Fig. 1: run 1, track usage over the die
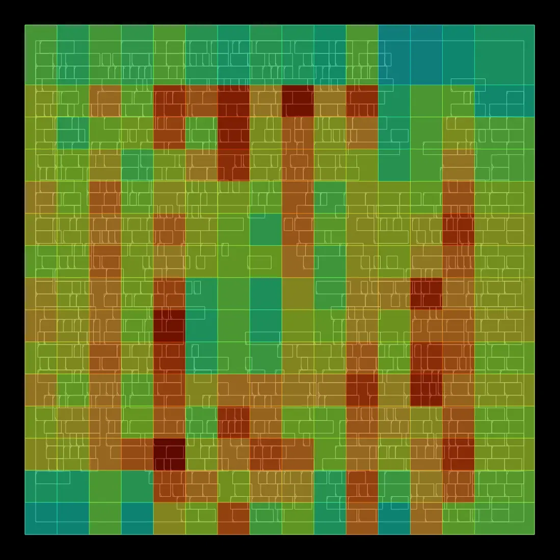
Fig. 2: run 1, register map, names as in the netlist
Bar = 20 um.
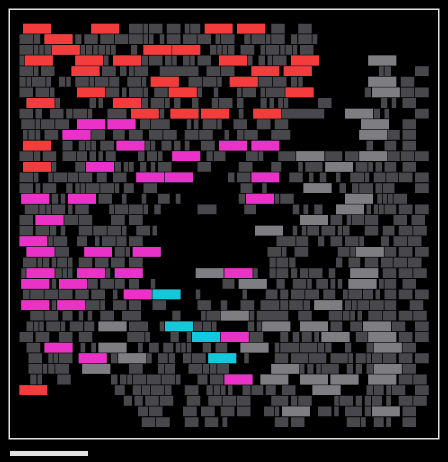
Fig. 3: run 1, placement by cell class
Bar = 20 um. Fill, decap, tap and diode cells in grey.
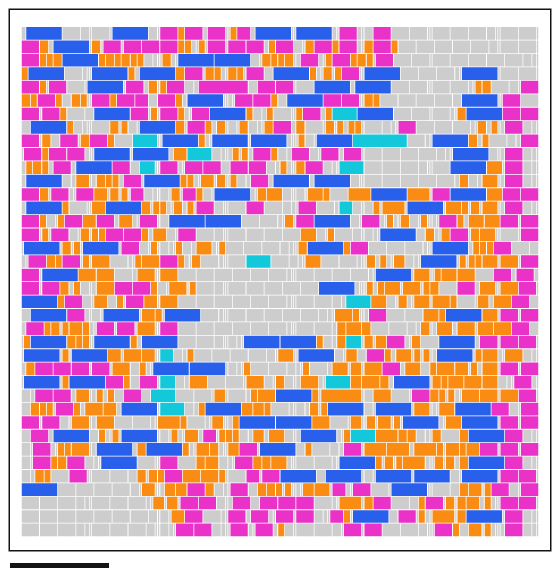
Fig. 4: run 1, placement density heat map
11 x 11 tiles, from black (low) to pale yellow (high), 0 to 100% covered.
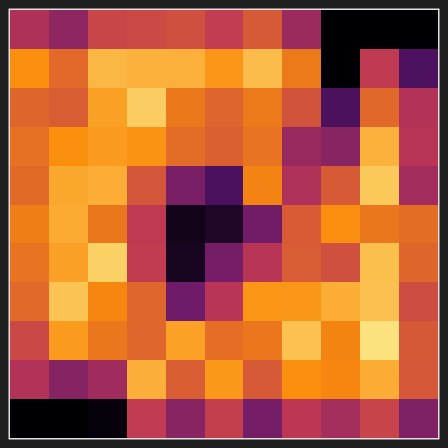
File: src/rtl/mips_load_store_unit_if.sv
// Avalon-style data-bus bundle between the load/store unit (master) and memory (slave).
interface mips_load_store_unit_if #(
    parameter int ADDR_W = 32,
    parameter int DATA_W = 32
);
    logic [ADDR_W-1:0]   address;
    logic                read;
    logic                write;
    logic [DATA_W/8-1:0] byteenable;
    logic [DATA_W-1:0]   writedata;
    logic                waitrequest;
    logic [DATA_W-1:0]   readdata;

    modport master (
        output address, read, write, byteenable, writedata,
        input  waitrequest, readdata
    );

    modport slave (
        input  address, read, write, byteenable, writedata,
        output waitrequest, readdata
    );
endinterface

File: src/rtl/mips_load_store_unit.sv
// Memory-access stage of the multicycle MIPS CPU.
// Issues one bus transaction per request, builds byte enables and replicated
// store lanes, aligns and extends load data, and rejects misaligned or
// illegal accesses without touching the bus.
// Optional: define MIPS_LSU_UNALIGNED_EN to support LWL/LWR (size codes 010/110);
// without it those codes are illegal and finish with addr_error.
module mips_load_store_unit #(
    parameter int ADDR_W = 32,
    parameter int DATA_W = 32
) (
    input  logic              clk,
    input  logic              reset,
    input  logic              start_i,
    input  logic              is_store_i,
    input  logic [2:0]        size_code_i,
    input  logic [ADDR_W-1:0] eff_addr_i,
    input  logic [DATA_W-1:0] store_data_i,
    input  logic [DATA_W-1:0] rt_old_i,
    output logic              busy_o,
    output logic              done_o,
    output logic              addr_error_o,
    output logic [DATA_W-1:0] load_result_o,
    mips_load_store_unit_if.master bus
);

    typedef enum logic [1:0] {IDLE, ACCESS, RESP} state_t;

    state_t              state_q, state_d;
    logic                is_store_q;
    logic [2:0]          size_q;
    logic [1:0]          lane_q;
    logic                err_q;
    logic [ADDR_W-1:0]   address_q;
    logic [3:0]          be_q;
    logic [DATA_W-1:0]   wdata_q;
    logic [DATA_W-1:0]   load_result_q;

    logic                accept;
    logic                req_misaligned;
    logic                req_illegal;
    logic                req_err;
    logic [3:0]          req_be;
    logic [DATA_W-1:0]   req_wdata;
    logic [DATA_W-1:0]   shifted;
    logic [DATA_W-1:0]   load_fmt;
    logic                load_done;

`ifdef MIPS_LSU_UNALIGNED_EN
    localparam bit UNALIGNED_EN = 1'b1;
    logic [DATA_W-1:0] rt_old_q;
    logic [4:0]        lwl_shift;
    logic [4:0]        lwr_shift;
    logic [DATA_W-1:0] lwl_mask;
    assign lwl_shift = {~lane_q, 3'b000};
    assign lwr_shift = {lane_q, 3'b000};
    assign lwl_mask  = (32'h1 << lwl_shift) - 32'h1;

    // Capture the old rt value on accept so LWL/LWR can merge into it.
    always_ff @(posedge clk) begin
        if (reset) begin
            rt_old_q <= '0;
        end else if (accept) begin
            rt_old_q <= rt_old_i;
        end
    end
`else
    localparam bit UNALIGNED_EN = 1'b0;
    logic unused_rt_old;
    assign unused_rt_old = ^rt_old_i;
`endif

    assign accept    = (state_q == IDLE) && start_i;
    assign req_err   = req_misaligned || req_illegal;
    assign load_done = (state_q == ACCESS) && !bus.waitrequest && !is_store_q;

    // Classify the incoming request: alignment, legality, lanes and store data.
    always_comb begin
        req_misaligned = 1'b0;
        req_illegal    = 1'b0;
        req_be         = 4'b1111;
        req_wdata      = store_data_i;
        if (is_store_i) begin
            case (size_code_i)
                3'b000:  ;
                3'b001:  req_misaligned = eff_addr_i[0];
                3'b011:  req_misaligned = |eff_addr_i[1:0];
                default: req_illegal = 1'b1;
            endcase
        end else begin
            case (size_code_i)
                3'b000, 3'b100: ;
                3'b001, 3'b101: req_misaligned = eff_addr_i[0];
                3'b011:         req_misaligned = |eff_addr_i[1:0];
                3'b010, 3'b110: req_illegal = !UNALIGNED_EN;
                default:        req_illegal = 1'b1;
            endcase
        end
        case (size_code_i)
            3'b000, 3'b100: req_be = 4'b0001 << eff_addr_i[1:0];
            3'b001, 3'b101: req_be = eff_addr_i[1] ? 4'b1100 : 4'b0011;
            default:        req_be = 4'b1111;
        endcase
        case (size_code_i)
            3'b000:  req_wdata = {4{store_data_i[7:0]}};
            3'b001:  req_wdata = {2{store_data_i[15:0]}};
            default: req_wdata = store_data_i;
        endcase
    end

    // Align the returned word to the addressed lane and extend/merge it.
    always_comb begin
        shifted  = bus.readdata >> {lane_q, 3'b000};
        load_fmt = bus.readdata;
        case (size_q)
            3'b000:  load_fmt = {{24{shifted[7]}}, shifted[7:0]};
            3'b100:  load_fmt = {24'h0, shifted[7:0]};
            3'b001:  load_fmt = {{16{shifted[15]}}, shifted[15:0]};
            3'b101:  load_fmt = {16'h0, shifted[15:0]};
`ifdef MIPS_LSU_UNALIGNED_EN
            3'b010:  load_fmt = (bus.readdata << lwl_shift) | (rt_old_q & lwl_mask);
            3'b110:  load_fmt = (bus.readdata >> lwr_shift) |
                                (rt_old_q & ~(32'hFFFF_FFFF >> lwr_shift));
`endif
            default: load_fmt = bus.readdata;
        endcase
    end

    // State register; reset abandons any transaction in flight.
    always_ff @(posedge clk) begin
        if (reset) begin
            state_q <= IDLE;
        end else begin
            state_q <= state_d;
        end
    end

    // Next-state: rejected requests skip the bus and go straight to the response.
    always_comb begin
        state_d = state_q;
        case (state_q)
            IDLE:    if (start_i) state_d = req_err ? RESP : ACCESS;
            ACCESS:  if (!bus.waitrequest) state_d = RESP;
            RESP:    state_d = IDLE;
            default: state_d = IDLE;
        endcase
    end

    // Request latches and load result capture.
    always_ff @(posedge clk) begin
        if (reset) begin
            is_store_q    <= 1'b0;
            size_q        <= 3'b000;
            lane_q        <= 2'b00;
            err_q         <= 1'b0;
            address_q     <= '0;
            be_q          <= 4'b0000;
            wdata_q       <= '0;
            load_result_q <= '0;
        end else begin
            if (accept) begin
                is_store_q <= is_store_i;
                size_q     <= size_code_i;
                lane_q     <= eff_addr_i[1:0];
                err_q      <= req_err;
                if (!req_err) begin
                    address_q <= {eff_addr_i[ADDR_W-1:2], 2'b00};
                    be_q      <= req_be;
                    wdata_q   <= req_wdata;
                end
            end
            if (load_done) begin
                load_result_q <= load_fmt;
            end
        end
    end

    // Outputs decoded from the current state and the latched request.
    always_comb begin
        busy_o         = (state_q != IDLE);
        done_o         = (state_q == RESP);
        addr_error_o   = (state_q == RESP) && err_q;
        load_result_o  = load_result_q;
        bus.read       = (state_q == ACCESS) && !is_store_q;
        bus.write      = (state_q == ACCESS) && is_store_q;
        bus.address    = address_q;
        bus.byteenable = be_q;
        bus.writedata  = wdata_q;
    end

endmodule
File: src/flat_wrapper.sv
// flat-port wrapper written by rule: the top's interface ports become plain ports
module mips_load_store_unit_flat 
#(
    parameter int ADDR_W = 32,
    parameter int DATA_W = 32
)
  (clk, reset, start_i, is_store_i, size_code_i, eff_addr_i, store_data_i, rt_old_i, busy_o, done_o, addr_error_o, load_result_o, bus_address, bus_read, bus_write, bus_byteenable, bus_writedata, bus_waitrequest, bus_readdata);
  mips_load_store_unit_if #(.ADDR_W(ADDR_W), .DATA_W(DATA_W)) bus_i ();
  input  logic clk;
  input  logic reset;
  input  logic start_i;
  input  logic is_store_i;
  input  logic [2:0] size_code_i;
  input  logic [ADDR_W-1:0] eff_addr_i;
  input  logic [DATA_W-1:0] store_data_i;
  input  logic [DATA_W-1:0] rt_old_i;
  output logic busy_o;
  output logic done_o;
  output logic addr_error_o;
  output logic [DATA_W-1:0] load_result_o;
  output wire logic [$bits(bus_i.address)-1:0] bus_address;
  output wire logic [$bits(bus_i.read)-1:0] bus_read;
  output wire logic [$bits(bus_i.write)-1:0] bus_write;
  output wire logic [$bits(bus_i.byteenable)-1:0] bus_byteenable;
  output wire logic [$bits(bus_i.writedata)-1:0] bus_writedata;
  input wire logic [$bits(bus_i.waitrequest)-1:0] bus_waitrequest;
  input wire logic [$bits(bus_i.readdata)-1:0] bus_readdata;
  assign bus_address = bus_i.address;
  assign bus_read = bus_i.read;
  assign bus_write = bus_i.write;
  assign bus_byteenable = bus_i.byteenable;
  assign bus_writedata = bus_i.writedata;
  assign bus_i.waitrequest = bus_waitrequest;
  assign bus_i.readdata = bus_readdata;
  mips_load_store_unit #(.ADDR_W(ADDR_W), .DATA_W(DATA_W)) u_core (.clk(clk), .reset(reset), .start_i(start_i), .is_store_i(is_store_i), .size_code_i(size_code_i), .eff_addr_i(eff_addr_i), .store_data_i(store_data_i), .rt_old_i(rt_old_i), .busy_o(busy_o), .done_o(done_o), .addr_error_o(addr_error_o), .load_result_o(load_result_o), .bus(bus_i));
endmodule
File: config.mk
export PLATFORM = sky130hd
export DESIGN_NAME = mips_load_store_unit_flat
export DESIGN_NICKNAME = d
export VERILOG_FILES = /design/src/rtl/mips_load_store_unit_if.sv /design/src/rtl/mips_load_store_unit.sv /design/src/flat_wrapper.sv
export SDC_FILE = /design/constraint.sdc
export NUM_CORES = 1
export LEC_CHECK = 0
export CAP_MARGIN = 20
export CORE_MARGIN = 2
export CORE_UTILIZATION = 43
export DETAILED_ROUTE_END_ITERATION = 16
export PLACE_DENSITY = 0.85
export SETUP_SLACK_MARGIN = 0.02
export SYNTH_ARGS = -nofsm -noshare
export SYNTH_HDL_FRONTEND = slang
export SYNTH_SLANG_ARGS = --single-unit
File: constraint.sdc
create_clock -name clk -period 6.13 [get_ports clk]
set_input_delay 1.5325 -clock clk [delete_from_list [all_inputs] [get_ports clk]]
set_output_delay 1.5325 -clock clk [all_outputs]
set_load 0.1 [all_outputs]
==> flow_summary.ini, run 1 <==
; synthesis and place-and-route metrics
[pwr]
vdd.ir_drop.worst_uv = 157.4
clkPwrFrac_pct = 25.8
swShare_pct = 37.08
seqPwrFrac_pct = 43.4
pg_seq_mw = 0.760

[clocking]
cts-htree-levels = 3

[layout]
top_area_cell_class = multi-input combinational cells
lay_top_cells = 205 x clkdlybuf4s50_1, 124 x nand2_1, 107 x dfxtp_1
seqCellArea_um2 = 2142
instances_no_fill = 893

[timing]
finClkSkew_ns = 0.01438

[critical_path]
cp_max_fo = 35
path_class = in2reg
required_ns = 6.40

[synth]
yosysWarnings = 0
yosys-top-cells-area = dfxtp_1 45%, nand2_1 9.7%, mux2i_1 8.2%, a21oi_1 8.0%, nor2_1 4.0%

[global_route]
grt-ovfl-total = 0
busiest_layer = met2

[run_status]
outcome = finished clean

[flow_run]
max-cap-violations = 0

[drt]
ant_nets = 0
drt-pass1-iter-count = 4

[placed_design]
io_buffers = 206
-- Fig. 1 (at the start) --
GR Layer Usage met1: 30.74%
WL/cell: 17.13 um
met3 Usage GRT: 8.121%

-- Fig. 2 (at the start) --
u_core.bus.address: marked red, placed flops 30. u_core.bus.writedata: marked magenta, placed flops 32. u_core.bus.byteenable: marked cyan, placed flops 4, where bottom centre.

-- Fig. 3 (at the start) --
other buffers and delay cells: marked magenta, cells 214, share of their area 31%. combinational and other logic: marked orange, cells 416, share of their area 35%. flops: marked blue, cells 107, share of their area 31%. clock drivers and dummy loads: marked cyan, cells 16, share of their area 3.0%.
site row count: 38
CORE AREA: 10840 um2

-- Fig. 4 (at the start) --
The mean over all tiles is 57%. 5.8% of the tiles are nearly empty. The fullest tile reaches 94%. 27% of the tiles are over 75% full. The emptiest ninth of the die: upper right.
final core occ: 65.20%
FP Util: 44.13%

==> run 2: changes to the inputs <==
--- a/config.mk
+++ b/config.mk
@@ -7,9 +7,9 @@
 export LEC_CHECK = 0
 export CAP_MARGIN = 20
 export CORE_MARGIN = 2
-export CORE_UTILIZATION = 43
+export CORE_UTILIZATION = 40
 export DETAILED_ROUTE_END_ITERATION = 16
-export PLACE_DENSITY = 0.85
+export PLACE_DENSITY = 0.8
 export SETUP_SLACK_MARGIN = 0.02
 export SYNTH_ARGS = -nofsm -noshare
 export SYNTH_HDL_FRONTEND = slang
==> constraint.sdc (replaced) <==
create_clock -name clk -period 3.8 [get_ports clk]
set_input_delay 0.95 -clock clk [delete_from_list [all_inputs] [get_ports clk]]
set_output_delay 0.95 -clock clk [all_outputs]
set_load 0.1 [all_outputs]
Fig. 5: run 2, placement by cell class
Bar = 20 um. Fill, decap, tap and diode cells in grey.
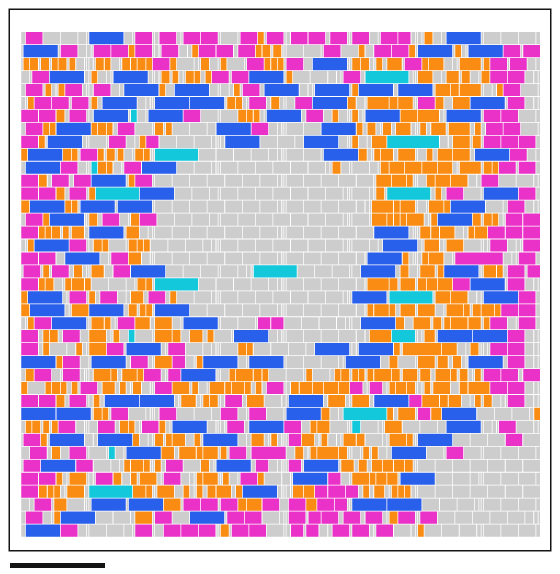
other buffers and delay cells: marked magenta, cells 219, share of their area 31%. combinational and other logic: marked orange, cells 416, share of their area 34%. flops: marked blue, cells 107, share of their area 31%. clock drivers and dummy loads: marked cyan, cells 16, share of their area 4.1%.
Final Cell Area: 7179 um2
CORE AREA: 11560 um2
final core occ: 62.08%

==> flow_summary.ini, run 2 <==
; synthesis and place-and-route metrics
[run_status]
outcome = finished clean

[drt]
avgRoutedWirePerCell_um = 17.08
drt-pass1-iter-count = 4
ant_nets = 0
routed_via_density = 5.459

[pwr]
clkPwrFrac_pct = 30.8
swShare_pct = 34.75
seqPwrFrac_pct = 40.1
vdd.ir_drop.worst_uv = 319.1
power_density_nw_per_um2 = 423.2

[layout]
top_area_cell_class = multi-input combinational cells
logic_area_um2 = 2395
area_growth_pct = 50.09
seqCellArea_um2 = 2142
instances_no_fill = 901
lay_top_cells = 196 x clkdlybuf4s50_1, 124 x nand2_1, 107 x dfxtp_1

[timing]
fmaxAchievable_ghz = 0.3491
finalSetupViolations = 0
finClkSkew_ns = 0.004307

[clocking]
cts.sinks = 107
cts-htree-levels = 3

[placed_design]
io_buffers = 206

[global_route]
gr-usage-met3_pct = 8.463
busiest_layer = met2
grt-ovfl-total = 0
met1_usage_pct = 27.59

[critical_path]
cp-start-kind = flop
cp_max_fo = 2
path_class = reg2out
required_ns = 2.85

[synth]
yosys-top-cells-area = dfxtp_1 45%, nand2_1 9.7%, mux2i_1 8.2%, a21oi_1 8.0%, nor2_1 4.0%
yosysWarnings = 0

[floorplan]
core.rowCount = 39
Fig. 6: run 2, placement density heat map
11 x 11 tiles, from black (low) to pale yellow (high), 0 to 100% covered.
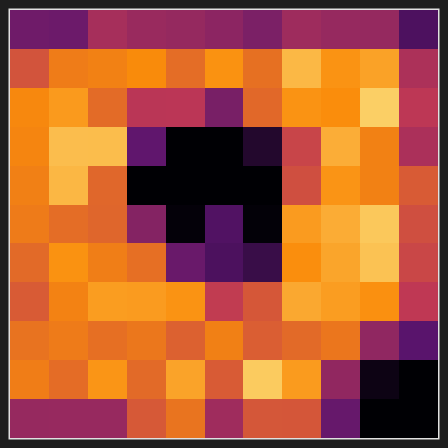
25% of the tiles are over 75% full. 9.1% of the tiles are nearly empty. The fullest tile reaches 90%. The emptiest ninth of the die: centre. The mean over all tiles is 55%. The densest ninth of the die: middle right.
FP Util: 41.36%

